--- src/rtl/wb_uart_master.sv ---
// UART-command-to-Wishbone bridge. A command byte (A5 write / 5A read),
// a 4-byte address and, for writes, 4 data bytes start one pipelined
// Wishbone transaction. The result is returned as a status header,
// followed by 4 data bytes after a successful read.
module wb_uart_master #(
  parameter int TIMEOUT_CYCLES = 255
) (
  input  logic        wb_clk_i,
  input  logic        wb_rst_i,
  input  logic [7:0]  rx_data_i,
  input  logic        rx_valid_i,
  output logic        rx_ready_o,
  output logic [7:0]  tx_data_o,
  output logic        tx_valid_o,
  input  logic        tx_ready_i,
  output logic [31:0] wbm_adr_o,
  output logic [31:0] wbm_dat_o,
  input  logic [31:0] wbm_dat_i,
  output logic        wbm_we_o,
  output logic        wbm_cyc_o,
  output logic        wbm_stb_o,
  output logic [3:0]  wbm_sel_o,
  input  logic        wbm_ack_i,
  input  logic        wbm_err_i,
  input  logic        wbm_stall_i
);

  localparam int TW = $clog2(TIMEOUT_CYCLES + 1);
  localparam logic [TW-1:0] TO_LAST = TW'(TIMEOUT_CYCLES - 1);

  localparam logic [7:0] CMD_WR   = 8'hA5;
  localparam logic [7:0] CMD_RD   = 8'h5A;
  localparam logic [7:0] RSP_WACK = 8'h57;
  localparam logic [7:0] RSP_RACK = 8'h52;
  localparam logic [7:0] RSP_ERR  = 8'hEE;
  localparam logic [7:0] RSP_UNK  = 8'h3F;

  typedef enum logic [2:0] {
    IDLE, ADDR, DATA, BUS_REQ, BUS_WAIT, RESP_HDR, RESP_DATA
  } state_t;

  state_t          state, state_nx;
  logic [1:0]      bcnt;      // byte index within address/data/response word
  logic            is_wr;     // current command is a write
  logic            rd_resp;   // header is followed by 4 read-data bytes
  logic [TW-1:0]   tcnt;      // cycles spent in BUS_REQ/BUS_WAIT
  logic [31:0]     rdata;     // captured read data, shifted out MSB-first

  logic            rx_fire, tx_fire, is_cmd;
  logic            bus_resp, bus_to, bus_end, bus_fail;
  logic [7:0]      hdr;

  assign rx_ready_o = (state == IDLE) || (state == ADDR) || (state == DATA);
  assign rx_fire    = rx_valid_i & rx_ready_o;
  assign tx_fire    = tx_valid_o & tx_ready_i;
  assign is_cmd     = (rx_data_i == CMD_WR) || (rx_data_i == CMD_RD);

  // A response only counts once the request has actually been issued:
  // either in the non-stalled BUS_REQ cycle or any BUS_WAIT cycle.
  assign bus_resp = ((state == BUS_REQ && !wbm_stall_i) || state == BUS_WAIT)
                    && (wbm_ack_i || wbm_err_i);
  assign bus_to   = ((state == BUS_REQ) || (state == BUS_WAIT)) && !bus_resp
                    && (tcnt == TO_LAST);
  assign bus_end  = bus_resp | bus_to;
  assign bus_fail = bus_to | (bus_resp & wbm_err_i);
  assign hdr      = bus_fail ? RSP_ERR : (is_wr ? RSP_WACK : RSP_RACK);

  // State register.
  always_ff @(posedge wb_clk_i or posedge wb_rst_i) begin
    if (wb_rst_i) state <= IDLE;
    else          state <= state_nx;
  end

  // Next-state decode.
  always_comb begin
    state_nx = state;
    case (state)
      IDLE:      if (rx_fire) state_nx = is_cmd ? ADDR : RESP_HDR;
      ADDR:      if (rx_fire && bcnt == 2'd3) state_nx = is_wr ? DATA : BUS_REQ;
      DATA:      if (rx_fire && bcnt == 2'd3) state_nx = BUS_REQ;
      BUS_REQ:   if (bus_end) state_nx = RESP_HDR;
                 else if (!wbm_stall_i) state_nx = BUS_WAIT;
      BUS_WAIT:  if (bus_end) state_nx = RESP_HDR;
      RESP_HDR:  if (tx_fire) state_nx = rd_resp ? RESP_DATA : IDLE;
      RESP_DATA: if (tx_fire && bcnt == 2'd3) state_nx = IDLE;
      default:   state_nx = IDLE;
    endcase
  end

  // Datapath and registered bus/tx outputs.
  always_ff @(posedge wb_clk_i or posedge wb_rst_i) begin
    if (wb_rst_i) begin
      bcnt       <= '0;
      is_wr      <= 1'b0;
      rd_resp    <= 1'b0;
      tcnt       <= '0;
      rdata      <= '0;
      wbm_adr_o  <= '0;
      wbm_dat_o  <= '0;
      wbm_we_o   <= 1'b0;
      wbm_cyc_o  <= 1'b0;
      wbm_stb_o  <= 1'b0;
      wbm_sel_o  <= '0;
      tx_valid_o <= 1'b0;
      tx_data_o  <= '0;
    end else begin
      case (state)
        IDLE: if (rx_fire) begin
          bcnt  <= '0;
          is_wr <= (rx_data_i == CMD_WR);
          if (!is_cmd) begin
            tx_valid_o <= 1'b1;
            tx_data_o  <= RSP_UNK;
            rd_resp    <= 1'b0;
          end
        end
        ADDR: if (rx_fire) begin
          wbm_adr_o <= {wbm_adr_o[23:0], rx_data_i};
          bcnt      <= bcnt + 2'd1;
          if (bcnt == 2'd3 && !is_wr) begin
            wbm_cyc_o <= 1'b1;
            wbm_stb_o <= 1'b1;
            wbm_we_o  <= 1'b0;
            wbm_sel_o <= 4'hF;
            tcnt      <= '0;
          end
        end
        DATA: if (rx_fire) begin
          wbm_dat_o <= {wbm_dat_o[23:0], rx_data_i};
          bcnt      <= bcnt + 2'd1;
          if (bcnt == 2'd3) begin
            wbm_cyc_o <= 1'b1;
            wbm_stb_o <= 1'b1;
            wbm_we_o  <= 1'b1;
            wbm_sel_o <= 4'hF;
            tcnt      <= '0;
          end
        end
        BUS_REQ, BUS_WAIT: begin
          tcnt <= tcnt + 1'b1;
          if (state == BUS_REQ && !wbm_stall_i) wbm_stb_o <= 1'b0;
          if (bus_resp && !wbm_err_i) rdata <= wbm_dat_i;
          if (bus_end) begin
            wbm_cyc_o  <= 1'b0;
            wbm_stb_o  <= 1'b0;
            tx_valid_o <= 1'b1;
            tx_data_o  <= hdr;
            rd_resp    <= !bus_fail && !is_wr;
          end
        end
        RESP_HDR: if (tx_fire) begin
          if (rd_resp) begin
            tx_data_o <= rdata[31:24];
            rdata     <= {rdata[23:0], 8'h00};
            bcnt      <= '0;
          end else begin
            tx_valid_o <= 1'b0;
          end
        end
        RESP_DATA: if (tx_fire) begin
          bcnt <= bcnt + 2'd1;
          if (bcnt == 2'd3) begin
            tx_valid_o <= 1'b0;
          end else begin
            tx_data_o <= rdata[31:24];
            rdata     <= {rdata[23:0], 8'h00};
          end
        end
        default: ;
      endcase
    end
  end

endmodule

--- config.mk ---
export PLATFORM = sky130hd
export DESIGN_NAME = wb_uart_master
export DESIGN_NICKNAME = d
export VERILOG_FILES = /design/src/rtl/wb_uart_master.sv
export SDC_FILE = /design/constraint.sdc
export NUM_CORES = 1
export LEC_CHECK = 0
export CORE_MARGIN = 3
export CORE_UTILIZATION = 55
export DETAILED_ROUTE_END_ITERATION = 16
export PLACE_DENSITY = 0.86
export RECOVER_POWER = 50
export SYNTH_ARGS = -nofsm -noshare
export SYNTH_HDL_FRONTEND = slang
export SYNTH_SLANG_ARGS = --single-unit
--- constraint.sdc ---
create_clock -name wb_clk_i -period 8.1 [get_ports wb_clk_i]
set_input_delay 2.43 -clock wb_clk_i [delete_from_list [all_inputs] [get_ports wb_clk_i]]
set_output_delay 2.43 -clock wb_clk_i [all_outputs]
set_load 0.005 [all_outputs]
registers.png
(6 px per um)
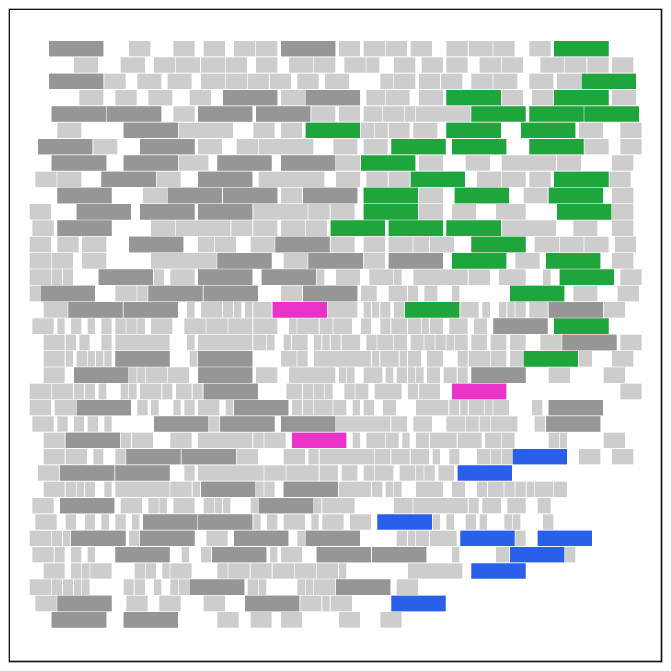
green -> wbm_dat_o  # placed flops 32
magenta -> state  # placed flops 3
blue -> tcnt  # placed flops 8, where south-east
not colored = 81
Seq. cell area: 3100 um2
share of the core filled with cells: 76.6%
Sequential Power: 1.11 mW

port_nets.png
(4 px per um)
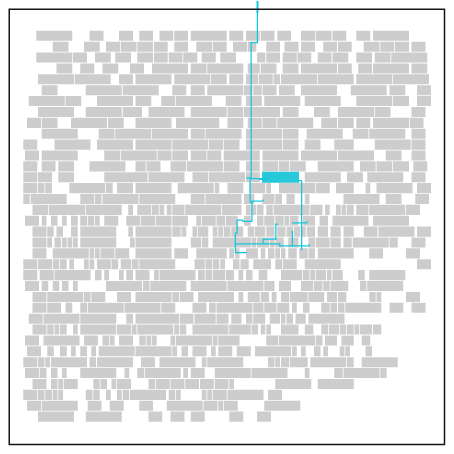
cyan -> tx_valid_o  # direction output, edge north, end cells 1, buffers 1, wire 134 um

wire_density.png
(3 px per um) 22 x 22 tiles, from dark blue (low) to red (high), scaled to the fullest tile. Values are wire area over tile area, all layers added.
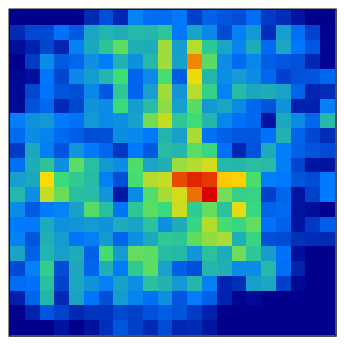
fullest tile = 0.67
densest ninth of the die = center
emptiest ninth of the die = south-east

metal_stack.png
(3 px per um) Only two layers are drawn.
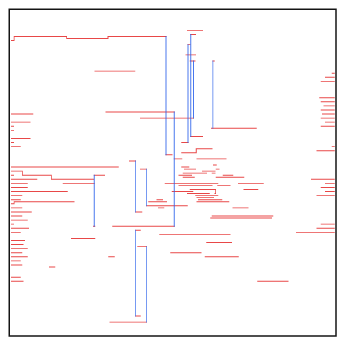
red -> met3  # wire length 826 um
blue -> met4  # wire length 286 um
WL final: 13.9 mm
post-detailed-route wirelength per cell: 17.8 um
via count: 4,402

==> run_results.csv <==
group,metric,value,unit
place,dpl.hpwl,9.12,mm
place,routabilityCongestion,0.925,
critical_path,worst_r2r_startpoint,"state[0]",
critical_path,start_kind,"input pin",
timing,rsz0062_at_grt,"no",
clocking,clock_insertion_delay_worst_skew,510,ps
job,openroad.warnings,27,
place,placed_cells,744,
clocking,clock_input_transition_at_the_sequential_cells_of_the_worst_setup_and_hold_paths,60,ps
hold_path,worstHoldEndpoint,"wbm_we_o",
timing,clock_skew,6.04,ps
clocking,cts_sinks,124,
power,p_per_area,414,nW/um2
critical_path,timing.setup.critical_path_class,"in -> async",
job,max-cap-violations,3,
timing,timing.final.max_slew_violations,127,
layout,num_antenna_cells,0,
die,die-width,108,um
synthesis,numSynthFlops,124,
global_routing,wire_length_of_the_first_global_routing_pass,22.5,mm
synthesis,synthArstFlopShare,100,%
hold_path,path_class_of_the_lowest_slack_min_delay_path,"reg -> reg",
outcome,outcome,"finished, violations left",
synthesis,synth_top_area_share,53.7,%
timing,period_used_share,58.8,%
timing,worst_pin_slew,2490,ps
timing,slew_headroom,-66.9,%
outcome,failed_checks,"capacitance limit, slew limit",
layout,areaGrowthSynthToFinish,32.7,%
route,first_pass_iters,5,
route,final_antenna_net_count,0,
synthesis,yosys.area.top_type,"dfrtp_1",
critical_path,timing.critical_path.slowest_stage_cell,"clkinvlp_2",
power,share_comb_of_total_power,40.6,%
synthesis,synth-cells-yosys,512,
layout,logic_area,2400,um2
layout,fin_cells,776,
hold_path,timing.hold.worst.start,"wbm_we_o",
die,die-height,108,um
[sequential cells by signal, summed over array words and instances, names as in the netlist, 2 cells and up]
| name | count |
|---|---|
| rdata | 32 |
| bcnt | 2 |
| state | 3 |
| tcnt | 8 |
| tx_data_o | 8 |
| wbm_adr_o | 32 |
| wbm_dat_o | 32 |
[metrics by stage]
stage / area, um2 / setup slack (ps) / power, mW / hold slack (ps)
2_1_floorplan: 5770 / 2370 / 1.89 / 453
3_3_place_gp: 7080 / 3390 / 2.35 / 465
3_5_place_dp: 7080 / 3320 / 2.40 / 491
4_1_cts: 7690 / 3580 / 3.20 / 507
5_1_grt: 7660 / 2850 / 3.37 / 518
6_report: 7660 / 3330 / 3.17 / 497
[synth_stat cells (all sizes together) (2+ instances only)]
cell	number
dfrtp	124
nor3	5
a31oi	3
nand2b	6
nor4	2
nor2b	2
nor2	51
clkbuf	8
nand4	3
o21a	3
nor3b	2
nand3b	2
nand4b	3
o211ai	3
o221ai	2
nand3	11
nand2	18
and3	4
mux2	69
mux2i	22
ha	3
o22ai	5
o22a	2
o21ai	31
o31ai	3
inv	23
maj3	2
a22oi	2
a21o	4
xnor2	2
or3	4
a21oi	45
buf	25
[critical path, delay by kind of cell]
kind / cells / cell delay [ps]
buffers and inverters: 3 / 2800
[area by class of cell]
cell class	count	share of cell area, %
inverter	23	1.14
sequential	124	40.5
clock buffer	19	5.76
tap	133	2.17
clock inverter	13	2.12
timing repair buffer	132	17.0
multi-input combinational	332	31.3
[cell families after synthesis]
group	synth area share [%]
muxes	17.5
and+or+nand+nor	10.5
buffers and inverters	4.51
adders and majority gates	0.997
DFF	53.7
AOI/OAI and AO/OA	12.5
xor gates and xnor gates	0.303
[power by group through the flow]
stage                     clock network [mW]  registers [mW]  logic (mW)
after floorplan                            0            1.04       0.849
after global placement                     0            1.09        1.25
after detailed placement                   0            1.11        1.29
after CTS                              0.779            1.11        1.31
after global routing                   0.806            1.15        1.41
final                                  0.771            1.11        1.29
[metal layers]
layer / vias to the layer above / global-route usage (%) / wire [um]
li1: 2060 / - / -
met1: 2144 / 31.5 / 5550
met3: 24 / 6.15 / 825
met5: - / 0 / 0
met2: 174 / 41.0 / 7190
met4: 0 / 9.02 / 285
[worst max-delay path by stage]
stage                 start            end  slack [ps]
2_1_floorplan      wb_rst_i        bcnt[0]        2370
3_3_place_gp   rx_data_i[2]   tx_data_o[7]        3390
3_5_place_dp   rx_data_i[2]   tx_data_o[7]        3320
4_1_cts            state[0]     rx_ready_o        3580
5_1_grt            wb_rst_i       state[1]        2850
6_report           wb_rst_i  wbm_dat_o[29]        3330
Power and IR drop assume default switching activity.
